**config.mk**
```make
export PLATFORM = sky130hd
export DESIGN_NAME = if_prefetch_queue_flat
export DESIGN_NICKNAME = d
export VERILOG_FILES = /design/src/rtl/if_prefetch_queue_if.sv /design/src/rtl/if_prefetch_queue.sv /design/src/flat_wrapper.sv
export SDC_FILE = /design/constraint.sdc
export NUM_CORES = 1
export LEC_CHECK = 0
export CAP_MARGIN = 20
export CORE_AREA = 10 10 164 181
export CTS_CLUSTER_DIAMETER = 150
export CTS_CLUSTER_SIZE = 10
export DETAILED_ROUTE_END_ITERATION = 10
export DIE_AREA = 0 0 174 191
export HOLD_SLACK_MARGIN = 0.05
export SYNTH_ARGS = -nofsm -noshare
export SYNTH_HDL_FRONTEND = slang
export SYNTH_SLANG_ARGS = --single-unit
export TNS_END_PERCENT = 30
```
**constraint.sdc**
```tcl
create_clock -name clock -period 2.9 [get_ports clock]
set_input_delay 0.435 -clock clock [delete_from_list [all_inputs] [get_ports clock]]
set_output_delay 0.435 -clock clock [all_outputs]
set_load 0.01 [all_outputs]
```
**src/rtl/if_prefetch_queue_if.sv**
```systemverilog
// Handshake bundle between the IF stage, the prefetch queue and the IF/ID register.
// The slave modport is the queue; the master modport is whoever drives fetch and consume.
interface if_prefetch_queue_if #(
    parameter int PTR_W = 2
) ();
    logic             push_valid;
    logic             push_ready;
    logic [31:0]      push_pc_plus_four;
    logic [31:0]      push_instruction;
    logic             pop;
    logic             flush;
    logic             out_valid;
    logic [31:0]      out_pc_plus_four;
    logic [31:0]      out_instruction;
    logic [PTR_W:0]   count;

    modport slave (
        input  push_valid,
        input  push_pc_plus_four,
        input  push_instruction,
        input  pop,
        input  flush,
        output push_ready,
        output out_valid,
        output out_pc_plus_four,
        output out_instruction,
        output count
    );

    modport master (
        output push_valid,
        output push_pc_plus_four,
        output push_instruction,
        output pop,
        output flush,
        input  push_ready,
        input  out_valid,
        input  out_pc_plus_four,
        input  out_instruction,
        input  count
    );
endinterface

```
**src/rtl/if_prefetch_queue.sv**
```systemverilog
// Instruction prefetch FIFO (first-word fall-through) between IF and the IF/ID register.
// Lets IF keep fetching through ID stalls; a flush drops everything prefetched.
module if_prefetch_queue #(
    parameter int DEPTH = 4,
    parameter int PTR_W = 2
) (
    input  logic                 clock,
    input  logic                 reset,
    if_prefetch_queue_if.slave   q
);
    typedef enum logic [1:0] {
        FILL_EMPTY,
        FILL_PARTIAL,
        FILL_FULL
    } fill_e;

    localparam logic [PTR_W:0]   FULL_CNT = (PTR_W+1)'(DEPTH);
    localparam logic [PTR_W:0]   CNT_ONE  = (PTR_W+1)'(1);
    localparam logic [PTR_W-1:0] PTR_ONE  = PTR_W'(1);

    logic [63:0]      mem_q [DEPTH];
    logic [PTR_W-1:0] rd_ptr_q, rd_ptr_d;
    logic [PTR_W-1:0] wr_ptr_q, wr_ptr_d;
    logic [PTR_W:0]   count_q, count_d;

    fill_e            fill;
    logic             push_ready;
    logic             out_valid;
    logic             push_acc;
    logic             pop_acc;
    logic [63:0]      head;

    // Occupancy class is purely a view of count; there is no separate state register.
    always_comb begin
        fill = FILL_PARTIAL;
        if (count_q == '0) begin
            fill = FILL_EMPTY;
        end else if (count_q == FULL_CNT) begin
            fill = FILL_FULL;
        end
    end

    assign push_ready = (fill != FILL_FULL);
    assign out_valid  = (fill != FILL_EMPTY);

    // Flush wins over both handshakes so a redirect never lets a stale entry through.
    assign push_acc = q.push_valid & push_ready & ~q.flush;
    assign pop_acc  = q.pop & out_valid & ~q.flush;

    always_comb begin
        rd_ptr_d = rd_ptr_q;
        wr_ptr_d = wr_ptr_q;
        count_d  = count_q;
        if (q.flush) begin
            rd_ptr_d = wr_ptr_q;
            count_d  = '0;
        end else begin
            if (push_acc) begin
                wr_ptr_d = wr_ptr_q + PTR_ONE;
            end
            if (pop_acc) begin
                rd_ptr_d = rd_ptr_q + PTR_ONE;
            end
            case ({push_acc, pop_acc})
                2'b10:   count_d = count_q + CNT_ONE;
                2'b01:   count_d = count_q - CNT_ONE;
                default: count_d = count_q;
            endcase
        end
    end

    always_ff @(posedge clock or posedge reset) begin
        if (reset) begin
            rd_ptr_q <= '0;
            wr_ptr_q <= '0;
            count_q  <= '0;
        end else begin
            rd_ptr_q <= rd_ptr_d;
            wr_ptr_q <= wr_ptr_d;
            count_q  <= count_d;
        end
    end

    // Storage is intentionally not reset; pointers and count alone define validity.
    always_ff @(posedge clock) begin
        if (push_acc) begin
            mem_q[wr_ptr_q] <= {q.push_pc_plus_four, q.push_instruction};
        end
    end

    assign head = mem_q[rd_ptr_q];

    assign q.push_ready       = push_ready;
    assign q.out_valid        = out_valid;
    assign q.out_pc_plus_four = out_valid ? head[63:32] : 32'h0000_0000;
    assign q.out_instruction  = out_valid ? head[31:0]  : 32'h0000_0000;
    assign q.count            = count_q;
endmodule

```
**src/flat_wrapper.sv**
```systemverilog
// flat-port wrapper written by rule: the top's interface ports become plain ports
module if_prefetch_queue_flat 
#(
    parameter int DEPTH = 4,
    parameter int PTR_W = 2
)
  (clock, reset, q_push_valid, q_push_pc_plus_four, q_push_instruction, q_pop, q_flush, q_push_ready, q_out_valid, q_out_pc_plus_four, q_out_instruction, q_count);
  if_prefetch_queue_if #(.PTR_W(PTR_W)) q_i ();
  input  logic clock;
  input  logic reset;
  input wire logic [$bits(q_i.push_valid)-1:0] q_push_valid;
  input wire logic [$bits(q_i.push_pc_plus_four)-1:0] q_push_pc_plus_four;
  input wire logic [$bits(q_i.push_instruction)-1:0] q_push_instruction;
  input wire logic [$bits(q_i.pop)-1:0] q_pop;
  input wire logic [$bits(q_i.flush)-1:0] q_flush;
  output wire logic [$bits(q_i.push_ready)-1:0] q_push_ready;
  output wire logic [$bits(q_i.out_valid)-1:0] q_out_valid;
  output wire logic [$bits(q_i.out_pc_plus_four)-1:0] q_out_pc_plus_four;
  output wire logic [$bits(q_i.out_instruction)-1:0] q_out_instruction;
  output wire logic [$bits(q_i.count)-1:0] q_count;
  assign q_i.push_valid = q_push_valid;
  assign q_i.push_pc_plus_four = q_push_pc_plus_four;
  assign q_i.push_instruction = q_push_instruction;
  assign q_i.pop = q_pop;
  assign q_i.flush = q_flush;
  assign q_push_ready = q_i.push_ready;
  assign q_out_valid = q_i.out_valid;
  assign q_out_pc_plus_four = q_i.out_pc_plus_four;
  assign q_out_instruction = q_i.out_instruction;
  assign q_count = q_i.count;
  if_prefetch_queue #(.DEPTH(DEPTH), .PTR_W(PTR_W)) u_core (.clock(clock), .reset(reset), .q(q_i));
endmodule
```
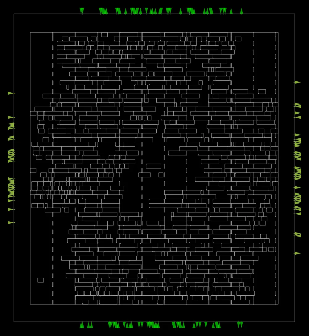
Fig. 1. Cell outlines without signal wires (run 1).
flop share of the area: 60.0%
Fillers: 2157
Layout Cells excl Fill: 1014

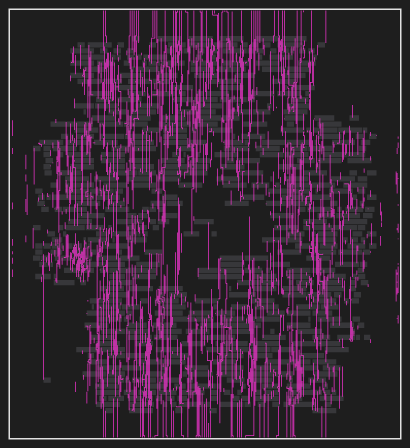
Fig. 2. The metal 2 layer (run 1).
nets with wire on the layer: 663
longest straight run: 66.6 um
share of all routed wire: 52%
wire length on this layer: 11500 um
met2 usage: 23.2%
Post-Route WL: 22.2 mm

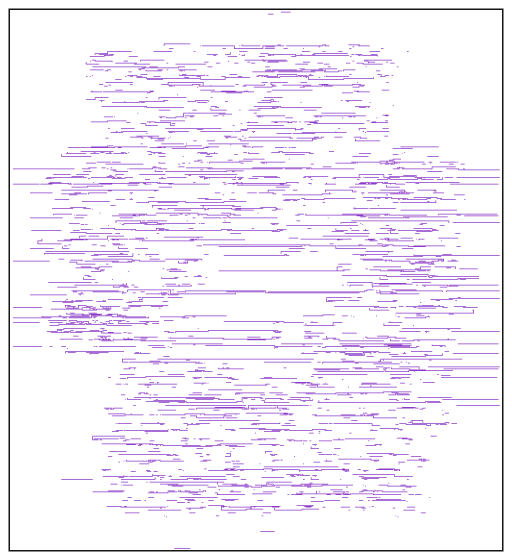
Fig. 3. Met1 routing (run 1).
main direction: horizontal
wire length on this layer: 9300 um
share of all routed wire: 42%
longest straight run: 55.2 um
met1 Use GR: 16.3%
DR vias: 5068

-- run 1: flip-flops by register name (all words and copies together), names as in the netlist --
signal,cells
u_core.mem_q,256
u_core.wr_ptr_q,2
u_core.rd_ptr_q,2
u_core.q.count,3
-- run 1: cell type report --
class	count	area [um2]	area share (%)
sequential	263	7870	60.0
clock buffer	55	866	6.59
timing repair buffer	163	1730	13.1
tap	352	440	3.35
inverter	3	11.3	0.0858
clock inverter	1	8.76	0.0667
multi-input combinational	177	2210	16.8
-- run 1: per-stage QoR --
stage | util (%) | instances | worst slack (ps)
CTS | 50.2 | 1008 | 2.71
global route | 50.7 | 1014 | -2.30
floorplan | - | 468 | -105
global placement | 46.8 | 947 | 369
finish | 50.7 | 1014 | 93.3
detailed placement | 46.8 | 947 | 375
-- run 1: per-layer routing --
layer	vias up	share of wire, %
li1	2237	-
met5	-	0
met4	0	1.3
met1	2681	42
met3	25	4.6
met2	125	52
-- run 1: final timing paths --
kind | from | end | depth (start not counted)
max in group asynchronous | reset | u_core.rd_ptr_q[1] | 2
max | u_core.q.count[0] | q_out_pc_plus_four[15] | 4
min reg2reg | u_core.wr_ptr_q[0] | u_core.rd_ptr_q[0] | 2
min in group clock | q_push_instruction[19] | u_core.mem_q[0][19] | 1
max reg2reg | u_core.q.count[2] | u_core.q.count[2] | 9
min | reset | u_core.q.count[2] | 2
-- run 1: placed cells by master (no fill, tap or decap), drive strengths merged, types with 2 or more instances in the layout --
cell type and n:
clkdlybuf4s50 86, buf 25, dlygate4sd2 36, nor2 3, nand2 6, clkbuf 56
ha 4, mux2 2, o21ai 4, mux4 64, nor3 2, a21oi 2
dfrtp 7, dlymetal6s2s 10, xnor2 2, and2 68, or3 3, edfxtp 256
inv 4, clkdlybuf4s15 5, nand3 5, xor2 3
-- run 1: logic make-up (layout without fill, tap and decap cells) --
group,Yosys count,count (layout),share of synthesized area (%)
compound gates,10,10,0.638
xor+xnor,5,5,0.429
fa+ha+maj,5,5,0.687
buf+inv,29,222,1.56
flops,263,263,77.0
mux,66,66,14.3
simple gates,90,91,5.31
-- run 1: what timing repair did --
item	4_1_cts	5_1_grt
buffers inserted	4	5
setup endpoints to repair	64	21
pin swaps	1	0
gates cloned	1	1
gates resized	45	17
-- run 1: worst register-to-register path: cells and delay by family, from the launching register on --
family                   cells  cell delay [ps]
AND-OR/OR-AND                3              330
adder cells (fa/ha/maj)      1              430
flip-flops                   1              430
AND/OR/NAND/NOR              3              780
XOR/XNOR                     1              160
buffers and inverters        1              140
-- run 1: power breakdown --
| part | internal [uW] | total [uW] | switching, uW |
|---|---|---|---|
| Sequential | 4610 | 4760 | 154 |
| Clock | 1990 | 3350 | 1370 |
| Combinational | 1610 | 2940 | 1330 |
==> flow_metrics.tcl, run 1 <==
# collected from the flow reports
set metrics [dict create \
    slew_headroom_pct 70.9 \
    overflow 0 \
    worstSetupEndpointType "output pin" \
    synth-seq-cells 263 \
    yosys_most_used_dff "edfxtp_1" \
    ys_area_um2 10200 \
    top_cell "edfxtp_1" \
    finalNetCount 712 \
    wl_per_cell_um 21.8 \
    max_stage_delay_ps 510 \
    rows 62 \
    fin_crit_ps 2810 \
    path_max_fanout 36 \
    common_cells "edfxtp_1 (256), and2_1 (68), mux4_2 (64)" \
    use_met3_pct 2.53 \
    crit_slowest_cell "dfrtp_2" \
    worst_pin_slew_ps 437 \
    crit_required_ps 2470 \
    hpwl_mm 13.1 \
    synth_top_area_share_pct 75.3 \
    rrSetupSlack_ps 500 \
    cts.path.max_buffers 3 \
    final_cell_area_um2 13100 \
    maxSlewViolCount 0 \
    io_buffers 137 \
    syn_area_per_cell_um2 21.8 \
    first_pass_iters 5 \
    gpl.final_weighted_congestion 0.684 \
    synthArstFlopShare_pct 2.66 \
    synth_nets 542 \
    outcome "finished clean" \
    drive_above_1_share_pct 20.7 \
    syn_area_um2 10200 \
    grt_first_pass_wirelength_mm 33.9 \
    worstPathArrival_ps 2370 \
    die_w_um 174 \
    fp_util_pct 39.4 \
    yosysCellCount 468 \
    grt-busiest-layer "met2" \
    dr.first_iter.drc_count 311 \
    hold_buffers 0 \
    numCtsBuffers 30 \
    critPathTopFamily "buffers and inverters" \
]
--- run 2 (diff from run 1) ---
--- a/config.mk
+++ b/config.mk
@@ -5,13 +5,13 @@
 export SDC_FILE = /design/constraint.sdc
 export NUM_CORES = 1
 export LEC_CHECK = 0
+export ABC_CLOCK_PERIOD_IN_PS = 2900
 export CAP_MARGIN = 20
 export CORE_AREA = 10 10 164 181
 export CTS_CLUSTER_DIAMETER = 150
 export CTS_CLUSTER_SIZE = 10
 export DETAILED_ROUTE_END_ITERATION = 10
 export DIE_AREA = 0 0 174 191
-export HOLD_SLACK_MARGIN = 0.05
 export SYNTH_ARGS = -nofsm -noshare
 export SYNTH_HDL_FRONTEND = slang
 export SYNTH_SLANG_ARGS = --single-unit
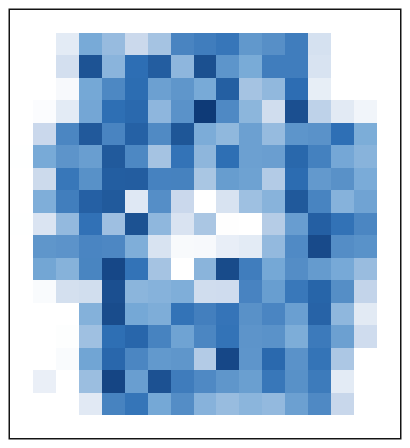
Fig. 4. Placement density heat map (run 2).
The die is cut into 17 by 19 equal tiles; white is low, dark blue is high, 0 to 100% covered.
fullest tile: 96%
tiles over 75% full: 11%
mean over tiles: 38%
nearly empty tiles: 29%
Initial Util: 39.4%
utilization after layout: 50.7%
core area: 25900 um2

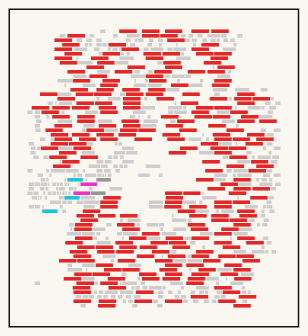
Fig. 5. Sequential cells grouped by signal name (run 2).
Other sequential cells in the stronger grey, the rest of the logic in the fainter grey.
| name in the netlist | colour | flops |
|---|---|---|
| u_core.q.count | cyan | 3 |
| u_core.rd_ptr_q | magenta | 2 |
| u_core.mem_q | red | 256 |
Seq. pwr: 4760 uW
Reg area: 7870 um2

==> flow_metrics.tcl, run 2 <==
# collected from the flow reports
set metrics [dict create \
    outcome "finished clean" \
    p_clk_share_pct 30.3 \
    top_cell "edfxtp_1" \
    first_pass_iters 5 \
    crit_slowest_cell "dfrtp_2" \
    grt_first_pass_wirelength_mm 33.9 \
    io_buffers 137 \
    wl_per_cell_um 21.8 \
    gpl.final_weighted_congestion 0.684 \
    cts_sinks 263 \
    lay_top_count "edfxtp_1" \
    vias 5068 \
    switchingPower_uw 2850 \
    cts.path.max_buffers 3 \
    track_usage_pct 13.1 \
    critPathTopFamily "buffers and inverters" \
    max_stage_delay_ps 510 \
    synth_top_area_share_pct 75.3 \
    yosys_most_used_dff "edfxtp_1" \
    final_cell_mix "edfxtp_1 (256), clkdlybuf4s50_1 (86), mux4_2 (64), and2_1 (64), dlygate4sd2_1 (36)" \
    wl_mm 22.2 \
    synth-seq-cells 263 \
    hold_buffers 0 \
    drive_above_1_share_pct 20.7 \
    finalCritPeriodShare_pct 96.8 \
    hpwl_mm 13.1 \
    worstSetupEndpointType "output pin" \
    internal_power_uw 8210 \
    antenna_found_initial 0 \
    numCtsBuffers 30 \
    path_depth 4 \
    slew_headroom_pct 70.9 \
    dp_cells 947 \
    worstPathArrival_ps 2370 \
    die_w_um 174 \
    comb_power_share_pct 26.6 \
    switching_share_pct 25.8 \
    startpoint_type "register" \
    r2r_end "u_core.q.count[2]" \
    pwr-share-seq_pct 43.1 \
    ys_area_um2 10200 \
    crit_path_start "u_core.q.count[0]" \
    rrSetupSlack_ps 500 \
    r2r_cells 9 \
    fin_crit_ps 2810 \
    syn_area_um2 10200 \
    worst_pin_slew_ps 437 \
    tns_ps 0 \
    synth_nets 542 \
    synthArstFlopShare_pct 2.66 \
    maxSlewViolCount 0 \
    r2r-start "u_core.q.count[2]" \
    rows 62 \
    dr.first_iter.drc_count 311 \
    yosysCellCount 468 \
    finalNetCount 712 \
    largest_register_ff_count 256 \
    path_max_fanout 36 \
]
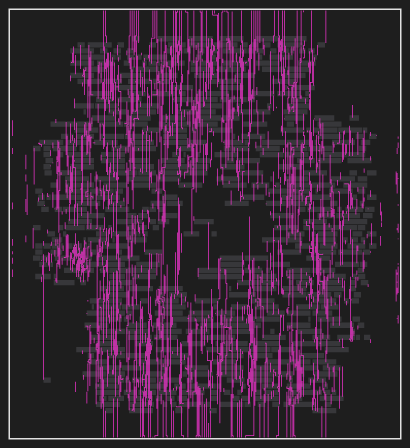
Fig. 6. The metal 2 layer (run 2).
longest straight run: 66.6 um
share of all routed wire: 52%

-- run 2: cell counts after synthesis --
Identical to the previous run, type by type.
-- run 2: area by class of cell --
class | instances | area, um2
Sequential cell | 263 | 7870
Clock inverter | 1 | 8.76
Timing Repair Buffer | 163 | 1730
Multi-Input combinational cell | 177 | 2210
Fill cell | 2157 | 12800
Inverter | 3 | 11.3
Tap cell | 352 | 440
Clock buffer | 55 | 866
-- run 2: kinds of logic (layout without fill, tap and decap cells) --
group / count (synthesis) / in the layout / share of synthesized area, %
xor gates and xnor gates: 5 / 5 / 0.429
buffers and inverters: 29 / 222 / 1.56
adders and majority gates: 5 / 5 / 0.687
DFF: 263 / 263 / 77.0
muxes: 66 / 66 / 14.3
and+or+nand+nor: 90 / 91 / 5.31
AOI/OAI and AO/OA: 10 / 10 / 0.638
-- run 2: through the flow --
stage                     worst slack, ps  util, %  hold WS, ps  area, um2  total power (uW)
after floorplan                      -105        -          238      10200              6560
after global placement                369     46.8          558      12100              7770
after detailed placement              375     46.8          562      12100              7820
after CTS                            2.71     50.2          123      13000             11100
after global routing                -2.30     50.7          140      13100             11600
final                                93.3     50.7          135      13100             11100
-- run 2: how the worst max path moves through the flow --
| stage | endpoint | slack, ps |
|---|---|---|
| final | q_out_pc_plus_four[15] | 90 |
| after global routing | q_out_instruction[22] | -2 |
| after CTS | q_out_pc_plus_four[16] | 3 |
| after detailed placement | q_out_instruction[28] | 370 |
| after global placement | q_out_instruction[2] | 370 |
| after floorplan | u_core.mem_q[2][0] | -110 |
-- run 2: power groups by stage --
stage                     logic [uW]  registers [uW]  clock network, uW
final                           2940            4760               3350
after global routing            3190            4800               3610
after CTS                       2930            4770               3440
after detailed placement        2960            4860                  0
after global placement          2940            4840                  0
after floorplan                 1800            4760                  0
-- run 2: layer usage --
layer	routed length (um)	track usage (%)	vias to the layer above
met5	0	0	-
met4	295	3.36	0
met3	1020	2.53	25
met2	11500	23.2	125
met1	9300	16.3	2681
li1	-	-	2237
-- run 2: repair_timing --
action / in CTS / in global routing
endpoints found under the setup margin: 64 / 21
pin swaps: 1 / 0
buffers inserted: 4 / 5
resized: 45 / 17
gates cloned: 1 / 1
Power is estimated from default activity; no workload was simulated.
